===== src/rtl/tx_gearbox_130b.sv =====
// TX 128b/130b gearbox: packs 2-bit sync header plus 16 symbols per block into a
// continuous byte stream (Gen3+), or registers symbols straight through (Gen1/2).
module tx_gearbox_130b #(
    parameter int SYMBOL_WIDTH = 8,
    parameter int SYNC_WIDTH   = 2,
    parameter int CNT_WIDTH    = 4
) (
    input  logic                    tx_clk,
    input  logic                    tx_rst,
    input  logic                    GEN,
    input  logic [SYMBOL_WIDTH-1:0] in_data,
    input  logic                    in_valid,
    input  logic                    Tx_Start_Block,
    input  logic [SYNC_WIDTH-1:0]   sync_header,
    output logic [SYMBOL_WIDTH-1:0] out_data,
    output logic                    out_valid,
    output logic                    back_pressure,
    output logic                    framing_err
);

    localparam int BUF_W = 2 * SYMBOL_WIDTH;
    localparam int NEW_W = SYMBOL_WIDTH + SYNC_WIDTH;
    localparam int CMB_W = BUF_W + 1;

    logic [BUF_W-1:0]        buf_r, buf_nxt_s;
    logic [3:0]              fill_r, fill_nxt_s;
    logic [CNT_WIDTH-1:0]    sym_cnt_r, sym_cnt_nxt_s;
    logic                    started_r, started_nxt_s;
    logic                    gen_r;
    logic [SYMBOL_WIDTH-1:0] out_data_r, out_data_nxt_s;
    logic                    out_valid_r, out_valid_nxt_s;
    logic                    err_r, err_nxt_s;

    logic [NEW_W-1:0]        new_s;
    logic [CMB_W-1:0]        combined_s;
    logic [4:0]              total_s;
    logic                    bp_s;
    logic                    bad_start_s;
    logic                    bad_cont_s;

    // Stall whenever a full byte of residual bits is waiting to be drained.
    always_comb begin
        bp_s = GEN & (fill_r >= 4'd8);
    end

    // Merge the incoming symbol (with header on block start) above the residual bits.
    always_comb begin
        if (Tx_Start_Block) begin
            new_s   = {in_data, sync_header};
            total_s = {1'b0, fill_r} + 5'(NEW_W);
        end else begin
            new_s   = {{SYNC_WIDTH{1'b0}}, in_data};
            total_s = {1'b0, fill_r} + 5'(SYMBOL_WIDTH);
        end
        combined_s  = {1'b0, buf_r} | ({{(CMB_W-NEW_W){1'b0}}, new_s} << fill_r);
        // The very first block after reset or a mode change may start anywhere.
        bad_start_s = started_r & (sym_cnt_r != '0);
        bad_cont_s  = started_r & (sym_cnt_r == '0);
    end

    // Next-state selection: mode change, pass-through, drain, pack, or idle.
    always_comb begin
        buf_nxt_s       = buf_r;
        fill_nxt_s      = fill_r;
        sym_cnt_nxt_s   = sym_cnt_r;
        started_nxt_s   = started_r;
        out_data_nxt_s  = out_data_r;
        out_valid_nxt_s = 1'b0;
        err_nxt_s       = err_r;
        if (GEN != gen_r) begin
            buf_nxt_s     = '0;
            fill_nxt_s    = 4'd0;
            sym_cnt_nxt_s = '0;
            started_nxt_s = 1'b0;
        end else if (!GEN) begin
            out_data_nxt_s  = in_data;
            out_valid_nxt_s = in_valid;
            buf_nxt_s       = '0;
            fill_nxt_s      = 4'd0;
            sym_cnt_nxt_s   = '0;
            started_nxt_s   = 1'b0;
        end else if (bp_s) begin
            out_data_nxt_s  = buf_r[SYMBOL_WIDTH-1:0];
            out_valid_nxt_s = 1'b1;
            buf_nxt_s       = buf_r >> SYMBOL_WIDTH;
            fill_nxt_s      = fill_r - 4'd8;
        end else if (in_valid) begin
            if (total_s >= 5'd8) begin
                out_data_nxt_s  = combined_s[SYMBOL_WIDTH-1:0];
                out_valid_nxt_s = 1'b1;
                buf_nxt_s       = BUF_W'(combined_s >> SYMBOL_WIDTH);
                fill_nxt_s      = 4'(total_s - 5'd8);
            end else begin
                out_valid_nxt_s = 1'b0;
                buf_nxt_s       = BUF_W'(combined_s);
                fill_nxt_s      = 4'(total_s);
            end
            if (Tx_Start_Block) begin
                sym_cnt_nxt_s = CNT_WIDTH'(1);
                started_nxt_s = 1'b1;
                err_nxt_s     = err_r | bad_start_s;
            end else begin
                sym_cnt_nxt_s = sym_cnt_r + CNT_WIDTH'(1);
                started_nxt_s = started_r;
                err_nxt_s     = err_r | bad_cont_s;
            end
        end else begin
            out_valid_nxt_s = 1'b0;
        end
    end

    // State and output registers; GEN is tracked even in reset so release is not a mode change.
    always_ff @(posedge tx_clk) begin
        if (tx_rst) begin
            buf_r       <= '0;
            fill_r      <= 4'd0;
            sym_cnt_r   <= '0;
            started_r   <= 1'b0;
            gen_r       <= GEN;
            out_data_r  <= '0;
            out_valid_r <= 1'b0;
            err_r       <= 1'b0;
        end else begin
            buf_r       <= buf_nxt_s;
            fill_r      <= fill_nxt_s;
            sym_cnt_r   <= sym_cnt_nxt_s;
            started_r   <= started_nxt_s;
            gen_r       <= GEN;
            out_data_r  <= out_data_nxt_s;
            out_valid_r <= out_valid_nxt_s;
            err_r       <= err_nxt_s;
        end
    end

    assign out_data      = out_data_r;
    assign out_valid     = out_valid_r;
    assign back_pressure = bp_s;
    assign framing_err   = err_r;

endmodule


===== config.mk =====
export PLATFORM = sky130hd
export DESIGN_NAME = tx_gearbox_130b
export DESIGN_NICKNAME = d
export VERILOG_FILES = /design/src/rtl/tx_gearbox_130b.sv
export SDC_FILE = /design/constraint.sdc
export NUM_CORES = 1
export LEC_CHECK = 0
export CELL_PAD_IN_SITES_DETAIL_PLACEMENT = 1
export CELL_PAD_IN_SITES_GLOBAL_PLACEMENT = 2
export CORE_MARGIN = 10
export CORE_UTILIZATION = 33
export DETAILED_ROUTE_END_ITERATION = 16
export PLACE_DENSITY = 0.76
export SYNTH_ARGS = -nofsm -noshare
export SYNTH_HDL_FRONTEND = slang
export SYNTH_SLANG_ARGS = --single-unit

===== constraint.sdc =====
create_clock -name tx_clk -period 2.45 [get_ports tx_clk]
set_input_delay 0.49 -clock tx_clk [delete_from_list [all_inputs] [get_ports tx_clk]]
set_output_delay 0.49 -clock tx_clk [all_outputs]
set_load 0.01 [all_outputs]

==> run notes, run 1 <==
Results of the full flow below.

Final layout:
- Of the cells placed in the final design, the portion with a size suffix greater than 1 is 20.9%.
- The run gives the core occupancy in the finished layout as 46.0%.
- Once layout is done, the placed cells without fillers occupy 0.00297 sq mm.

Final timing:
- The final timing report lists a hold violation count of 0.
- Based on the critical path, the design can be clocked at up to 443 MHz.
- The run puts the total negative setup slack at 0 ns.
- Setup repair after global routing left no endpoint under its margin.
- The run gives the final count of pins violating max slew as 0.
- The run gives the share of the clock period used by the worst path as 92.2%.
- The run puts the slew of the pin with the lowest slew margin at 0.517 ns.
- The run puts the worst hold slack at 0.477 ns.
- Subtracting the final worst setup slack from the clock period gives 2.26 ns.

Global route:
- The run gives the sum of overflow across all layers after global routing as 0.
- The run gives the first-pass GRT wire length as 13,700 microns.
- After global routing, the most crowded layer is met2.
- For this run, global-route usage on met2 was measured as 27.4%.

Synthesis:
- The main area contributors are sky130_fd_sc_hd__dfxtp_1, sky130_fd_sc_hd__nor2_1, sky130_fd_sc_hd__mux2i_1.
- The run puts the cell count after synthesis at 281.
- The run gives the post-synth tally of flip-flops with integrated enable as 0.
- Per the Yosys statistics, synthesis produced 281 cells.
- The run gives the top cell type's share of synthesized area as 31.4%.

Floorplanning:
- The run puts the number of rows in the core area at 29.
- The floorplan step set the die width to 102 microns.

Clocking:
- The run puts the maximum buffer depth of the clock tree at 2.
- The run gives the clock-pin transition on the worst setup and hold timing paths as 0.08 ns.
- Buffers added to address setup during post-CTS repair amount to 0.
- The root buffer cell chosen for the clock tree is sky130_fd_sc_hd__clkbuf_8.
- The run gives the number of buffers inserted during clock tree synthesis as 5.
- The run puts the count of clock tree sinks at 35.

Place:
- The run puts the half-perimeter wire length of the detailed placement result at 6550 microns.
- The run puts the global placement routability congestion at 0.889.
- Buffers placed on the I/O ports in this run total 25.

Setup path:
- For this design, the slowest cell found on the critical path is sky130_fd_sc_hd__clkdlybuf4s50_1.
- The timing report shows the most common cell along the critical path to be sky130_fd_sc_hd__clkdlybuf4s50_1.
- The run gives the register-to-register setup slack as 0.25 ns.
- The run gives the data arrival at the endpoint of the critical path as 1.77 ns.
- For this run, the slowest stage of the critical path takes 0.54 ns.

Status:
- The flow ran to the end, and the final reports show no timing, DRC or antenna violations.

Routing:
- The run puts the detailed-route wire length per cell at 20.0 microns.
- The DRC violation total left in the routed layout is recorded as 0.
- The run gives the total via count in the routed design as 2,413.

Hold path:
- The run gives the worst hold-check path type as reg -> reg.
run 1: layout make-up:
class,count,area [sq um],area share [%]
multi-input combinational,221,1420,48.0
timing repair buffer,70,588,19.8
clock buffer,6,82.6,2.78
sequential,35,701,23.6
clock inverter,2,35.0,1.18
tap,77,96.3,3.25
inverter,11,41.3,1.39
run 1: flip-flops by register name (all words and copies together), names as in the netlist:
signal,flops
buf_r,16
out_valid,1
out_data,8
started_r,1
sym_cnt_r,4
fill_r,3
gen_r,1
framing_err,1
run 1: metal layers:
metal / up-vias / routed length, microns
met4: 0 / 159
met3: 12 / 281
li1: 1158 / -
met2: 50 / 3970
met1: 1193 / 4040
met5: - / 0
run 1: cells in the final DEF, fill, tap and decap left out, drive strengths merged, types with 11 or more instances in the layout:
cell | Yosys | layout
buf | 6 | 45
nor2 | 40 | 40
dfxtp | 35 | 35
mux2i | 12 | 12
clkdlybuf4s50 | 0 | 25
a21oi | 18 | 18
nand2 | 28 | 28
mux2 | 11 | 11
o21ai | 14 | 14
run 1: path summary, 6_finish.rpt:
path | startpoint | to | cells after the start
max | GEN | back_pressure | 4
min | out_data[6] | out_data[6] | 1
max reg2reg | fill_r[2] | buf_r[6] | 5
min reg2reg | out_data[6] | out_data[6] | 1
run 1: kinds of logic (layout without fill, tap and decap cells):
group | after synthesis | after routing | synth area share, %
AND/OR/NAND/NOR | 113 | 113 | 24.6
flip-flops | 35 | 35 | 31.4
XOR/XNOR | 2 | 2 | 0.785
multiplexers | 24 | 24 | 12.3
AND-OR/OR-AND | 79 | 79 | 24.4
adder cells (fa/ha/maj) | 3 | 3 | 1.68
buffers and inverters | 25 | 89 | 4.82
run 1: synthesized netlist by cell type, types with 3 or more instances:
library cell / instances
sky130_fd_sc_hd__and3b_1: 4
sky130_fd_sc_hd__a22o_1: 4
sky130_fd_sc_hd__nor2_1: 40
sky130_fd_sc_hd__a31oi_1: 6
sky130_fd_sc_hd__dfxtp_1: 35
sky130_fd_sc_hd__a221oi_1: 4
sky130_fd_sc_hd__mux2_2: 9
sky130_fd_sc_hd__a21o_1: 3
sky130_fd_sc_hd__o22ai_1: 3
sky130_fd_sc_hd__a21oi_1: 18
sky130_fd_sc_hd__mux2i_1: 12
sky130_fd_sc_hd__buf_2: 5
sky130_fd_sc_hd__ha_1: 3
sky130_fd_sc_hd__and3_1: 5
sky130_fd_sc_hd__nand3b_1: 5
sky130_fd_sc_hd__nand2_1: 28
sky130_fd_sc_hd__nor2b_1: 4
sky130_fd_sc_hd__o21ai_0: 14
sky130_fd_sc_hd__a211oi_1: 5
sky130_fd_sc_hd__inv_1: 9
sky130_fd_sc_hd__clkbuf_1: 8
sky130_fd_sc_hd__a41oi_1: 3
sky130_fd_sc_hd__nor3_1: 8
sky130_fd_sc_hd__nand3_1: 5
run 1: metrics by stage:
step	worst slack, ns	std cells
after detailed placement	-0.112	414
after floorplan	0.545	281
after global routing	0.0919	422
after global placement	-0.0767	414
final	0.191	422
after CTS	0.193	422
run 1: power by group:
| part | internal, mW | switching (mW) | total, mW |
|---|---|---|---|
| Sequential | 0.582 | 0.00872 | 0.590 |
| Clock | 0.330 | 0.237 | 0.567 |
| Combinational | 0.132 | 0.130 | 0.262 |
### The metal 1 layer, run 1

Drawn at 4 px/micron. Supply wires on this layer in grey.
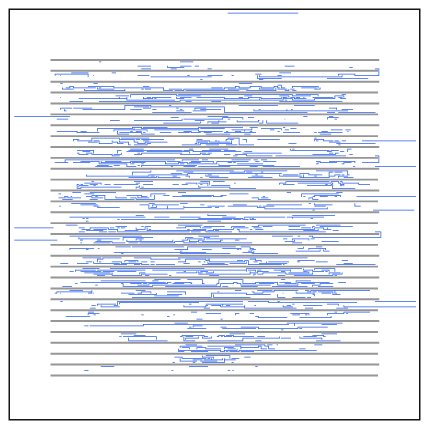
main direction: horizontal
nets with wire on the layer: 339
longest straight run: 36.3 microns
share of all routed wire: 48%

### Met2 routing, run 1

Drawn at 3 px/micron.
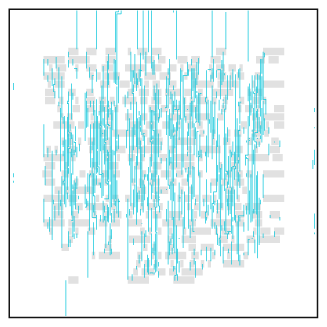
share of all routed wire: 47%
wire length on this layer: 3,980 microns
nets with wire on the layer: 323

### M3 wires, run 1

Drawn at 4 px/micron.
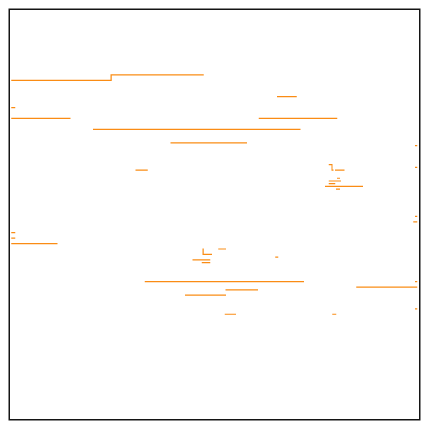
nets with wire on the layer: 28
share of all routed wire: 3.3%
main direction: horizontal

### Ports around the boundary, run 1

Drawn at 4 px/micron. Pins as bars across the die edge, other pins in grey.
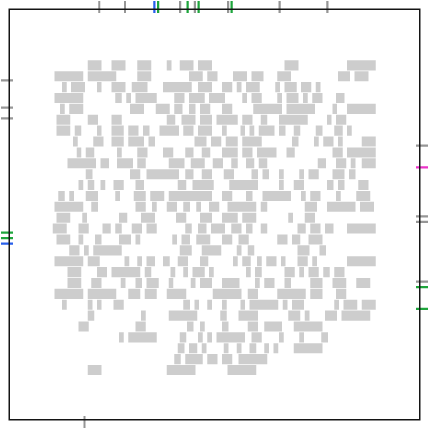
legend:
  blue:
    port: sync_header
    pins: 2
    direction: input
    edge: 1 north, 1 west
  green:
    port: in_data
    pins: 8
    direction: input
    edge: 4 north, 2 west, 2 east
  magenta:
    port: out_valid
    pins: 1
    direction: output
    edge: east

==> inputs of run 2 (changes only) <==
GPL_ROUTABILITY_DRIVEN = 0   (was not set)
### Ports around the boundary, run 2

Drawn at 4 px/micron. Pins as bars across the die edge, other pins in grey.
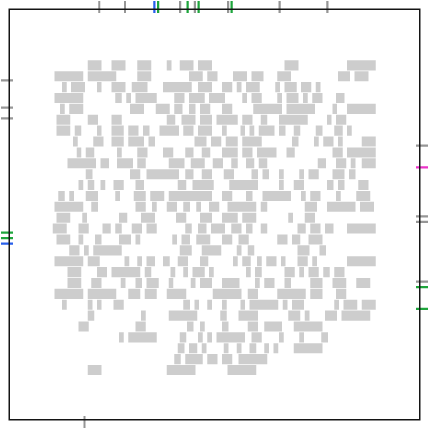
Die Wd: 102 microns
y dimension of the die: 102 microns

==> run notes, run 2 <==
Results of the full flow below.

Global route:
- After global routing, the most crowded layer is met2.
- The run gives the met2 track demand over resource in global routing as 27.4%.
- The run puts the sum of overflow across all layers after global routing at 0.
- The run puts the first-pass GRT wire length at 13,700 microns.

Final timing:
- The final timing summary puts the cycle share of the worst path at 92.2%.
- The run puts the slew of the pin with the lowest slew margin at 0.517 ns.
- The run puts the number of endpoints with negative hold slack in the final report at 0.
- The final max-slew violation count recorded for this run is 0.
- The run gives the highest clock frequency the design can meet as 443 MHz.

Setup path:
- Tracing the worst setup path back leads to its startpoint at GEN.
- In this run the critical register-to-register path is launched from fill_r[2].
- The run gives the largest stage delay on the critical path as 0.54 ns.
- The worst register-to-register path depth is 5.
- Looking at the critical path, the single cell with the biggest stage delay is sky130_fd_sc_hd__clkdlybuf4s50_1.

Place:
- Counting tap cells, the placed design contains a total of 414 instances.
- The run puts the half-perimeter wire length of the detailed placement result at 6550 microns.
- The run puts the post-placement worst setup slack at -0.112 ns.

Routing:
- The run puts the total via count in the routed design at 2,413.
- Dividing the detail-routed wire length by the instance count gives 20.0 microns.

Final layout:
- The run puts the number of flip-flops under the largest register name at 16.
- The run gives the non-filler instance count after layout as 422.
- More flip-flops sit in one register than any other, and that register is buf_r.

Status:
- The flow ran to the end, and the final reports show no timing, DRC or antenna violations.

Clocking:
- The run puts the number of buffers inserted during clock tree synthesis at 5.
- In the CTS report, the clock slew at the register clock pins of the worst setup and hold paths is listed as 0.08 ns.
- The run puts the maximum buffer depth of the clock tree at 2.
- The tree is rooted in a sky130_fd_sc_hd__clkbuf_8.

Synthesis:
- The run puts the cell count after synthesis at 281.
- The run gives the cell with the most instances after synthesis as sky130_fd_sc_hd__nor2_1.
- The run gives the post-synth tally of flip-flops with integrated enable as 0.
- In the synthesized netlist, the cells that appear most often are sky130_fd_sc_hd__nor2_1, sky130_fd_sc_hd__dfxtp_1, sky130_fd_sc_hd__nand2_1, sky130_fd_sc_hd__a21oi_1, sky130_fd_sc_hd__o21ai_0.

Hold path:
- The most critical min-delay path falls under reg -> reg.
- Counting instances, the worst hold path has a depth of 1.

Floorplanning:
- The floorplan has 29 rows.
run 2: cell counts in the layout (fill, tap and decap cells not counted):
Identical to the previous run, type by type.
run 2: kinds of logic after synthesis:
family                   Yosys count  share of synthesized area (%)
adder cells (fa/ha/maj)            3                           1.68
multiplexers                      24                           12.3
XOR/XNOR                           2                          0.785
buffers and inverters             25                           4.82
flip-flops                        35                           31.4
AND/OR/NAND/NOR                  113                           24.6
AND-OR/OR-AND                     79                           24.4
run 2: routing by layer:
metal  wire length, microns  vias to the layer above
met5                      0                        -
met4                    159                        0
met3                    281                       12
met2                   3970                       50
met1                   4040                     1193
li1                       -                     1158
run 2: stage by stage:
step | instance area (sq um) | power (mW) | utilization [%] | hold slack [ns] | setup TNS [ns]
finish | 2970 | 1.42 | 46.0 | 0.477 | 0
global route | 2970 | 1.48 | 46.0 | 0.504 | 0
CTS | 2970 | 1.43 | 46.0 | 0.481 | 0
detailed placement | 2850 | 0.864 | 44.1 | 0.458 | -0.702
global placement | 2850 | 0.861 | 44.1 | 0.453 | -0.240
floorplan | 2230 | 0.724 | - | 0.436 | 0
run 2: path summary, 6_finish.rpt:
check,endpoint,slack (ns)
max,back_pressure,0.19
min,out_data[6],0.48
max reg2reg,buf_r[6],0.25
min reg2reg,out_data[6],0.48
run 2: area by class of cell:
cell class	instances	area (sq um)	share of cell area [%]
Timing Repair Buffer	70	588	19.8
Clock buffer	6	82.6	2.78
Tap cell	77	96.3	3.25
Inverter	11	41.3	1.39
Clock inverter	2	35.0	1.18
Multi-Input combinational cell	221	1420	48.0
Sequential cell	35	701	23.6
run 2: worst register-to-register path: cells and delay by family (launching register included):
kind	cells	cell delay, ns
flops	1	0.65
mux	2	0.52
simple gates	1	0.52
buf+inv	1	0.34
compound gates	1	0.09
run 2: power breakdown:
group,internal [mW],switching (mW),leakage (nW)
logic,0.132,0.130,0.881
clock network,0.330,0.237,0.0612
registers,0.582,0.00872,0.284
### Met2 routing, run 2

Drawn at 3 px/micron.
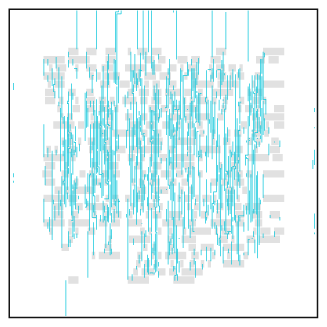

==> inputs of run 3 (changes only) <==
CORE_MARGIN = not set   (was 10)
### Met2 routing, run 3

Drawn at 3 px/micron.
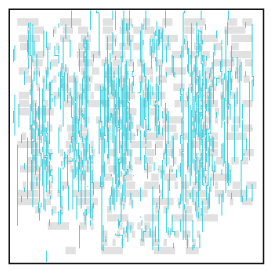
wire length on this layer: 3,790 microns
nets with wire on the layer: 322
share of all routed wire: 47%

==> run notes, run 3 <==
Results of the full flow below.

Synthesis:
- The run puts the top cell type's share of synthesized area at 31.4%.
- In the synthesized netlist, the number of instances is 281.
- By area the synthesized netlist is led by sky130_fd_sc_hd__dfxtp_1, sky130_fd_sc_hd__nor2_1, sky130_fd_sc_hd__mux2i_1.

Clocking:
- The run puts the number of buffers inserted during clock tree synthesis at 5.
- The run gives the count of clock tree sinks as 35.

Place:
- Once placement finished, the instance area stood at 0.00286 sq mm.
- The run puts the placed cell count at 415.
- The run gives the number of buffers inserted by port buffering as 25.

Final layout:
- Summing all non-filler instances in the final layout gives an area of 0.00296 sq mm.
- The run gives the register bank with the most flops as buf_r.
- After the flow finishes, the layout carries non-filler instances totaling 423.
- The run gives the area of the multi-input gates as 0.00142 sq mm.

Floorplanning:
- The run gives the height of the die as 84.2 microns.
- The run gives the number of rows in the core area as 29.
- The horizontal die dimension reported for this design is 84.2 microns.

Status:
- The checks that failed: DRC.
- The run finished, with violations left.

Hold path:
- Counting instances, the worst hold path has a depth of 2.
- The launch point of the worst min-delay path is recorded as started_r.

Power and ir drop:
- The run puts the internal power consumption at 0.973 mW.

Final timing:
- The run gives the final count of pins violating max slew as 0.
- The run gives the post-route worst setup slack as 0.119 ns.
- At the pin with the least slew margin, the transition time is 0.407 ns.
- The run gives the number of endpoints with negative hold slack in the final report as 0.
- The run gives the highest clock frequency the design can meet as 429 MHz.
- The run gives the share of the clock period used by the worst path as 95.1%.

Setup path:
- The startpoint identified for the worst register-to-register timing path is fill_r[1].
- The OpenROAD report gives the critical path a data arrival time of 1.84 ns.
- The run puts the register-to-register setup slack at 0.46 ns.

Routing:
- The run puts the DRC violation count after routing at 2.
==> run 3: cell counts after synthesis <==
Identical to the previous run, type by type.
==> run 3: how the worst max path moves through the flow <==
stage | endpoint | slack (ns) | start | cells past startpoint
after floorplan | buf_r[5] | 0.54 | Tx_Start_Block | 7
after global placement | buf_r[4] | -0.21 | Tx_Start_Block | 8
after detailed placement | buf_r[4] | -0.17 | Tx_Start_Block | 8
after CTS | back_pressure | 0.12 | GEN | 4
after global routing | buf_r[4] | 0.009 | Tx_Start_Block | 8
final | back_pressure | 0.12 | GEN | 4
==> run 3: per-layer routing <==
layer	wire length, microns	track usage (%)	vias up	share of wire, %
li1	-	-	1160	-
met1	3880	31.5	1187	48
met2	3790	40.5	41	47
met3	242	3.74	14	3.0
met4	159	8.15	0	2.0
met5	0	0	-	0
==> run 3: critical path: stages <==
cell and delay (ns):
sky130_fd_sc_hd__clkdlybuf4s50_1 0.60, sky130_fd_sc_hd__nand2_1 0.14, sky130_fd_sc_hd__clkinv_1 0.08, sky130_fd_sc_hd__clkdlybuf4s50_1 0.53
==> run 3: through the flow <==
step	utilization, %	setup TNS [ns]
global route	46.1	0
finish	46.1	0
global placement	44.5	-0.860
detailed placement	44.5	-1.31
floorplan	-	0
CTS	46.1	0
==> run 3: area by class of cell <==
cell class	instances	share of cell area (%)
clock buffers	8	3.38
inverters	11	1.40
well taps	77	3.26
multi-input cells	221	48.1
flip-flops and latches	35	23.7
repair buffers	71	20.1
==> run 3: power groups by stage <==
stage	logic (mW)	clock network, mW	registers, mW
finish	0.264	0.483	0.590
global route	0.284	0.522	0.592
CTS	0.264	0.501	0.590
detailed placement	0.263	0	0.603
global placement	0.261	0	0.604
floorplan	0.117	0	0.606
==> run 3: cell families (layout without fill, tap and decap cells) <==
logic type,after synthesis,after routing,synth area share [%]
XOR/XNOR,2,2,0.785
flip-flops,35,35,31.4
AND-OR/OR-AND,79,79,24.4
AND/OR/NAND/NOR,113,113,24.6
adder cells (fa/ha/maj),3,3,1.68
multiplexers,24,24,12.3
buffers and inverters,25,90,4.82
No activity file was given, so power comes from the tool's default toggle rates.
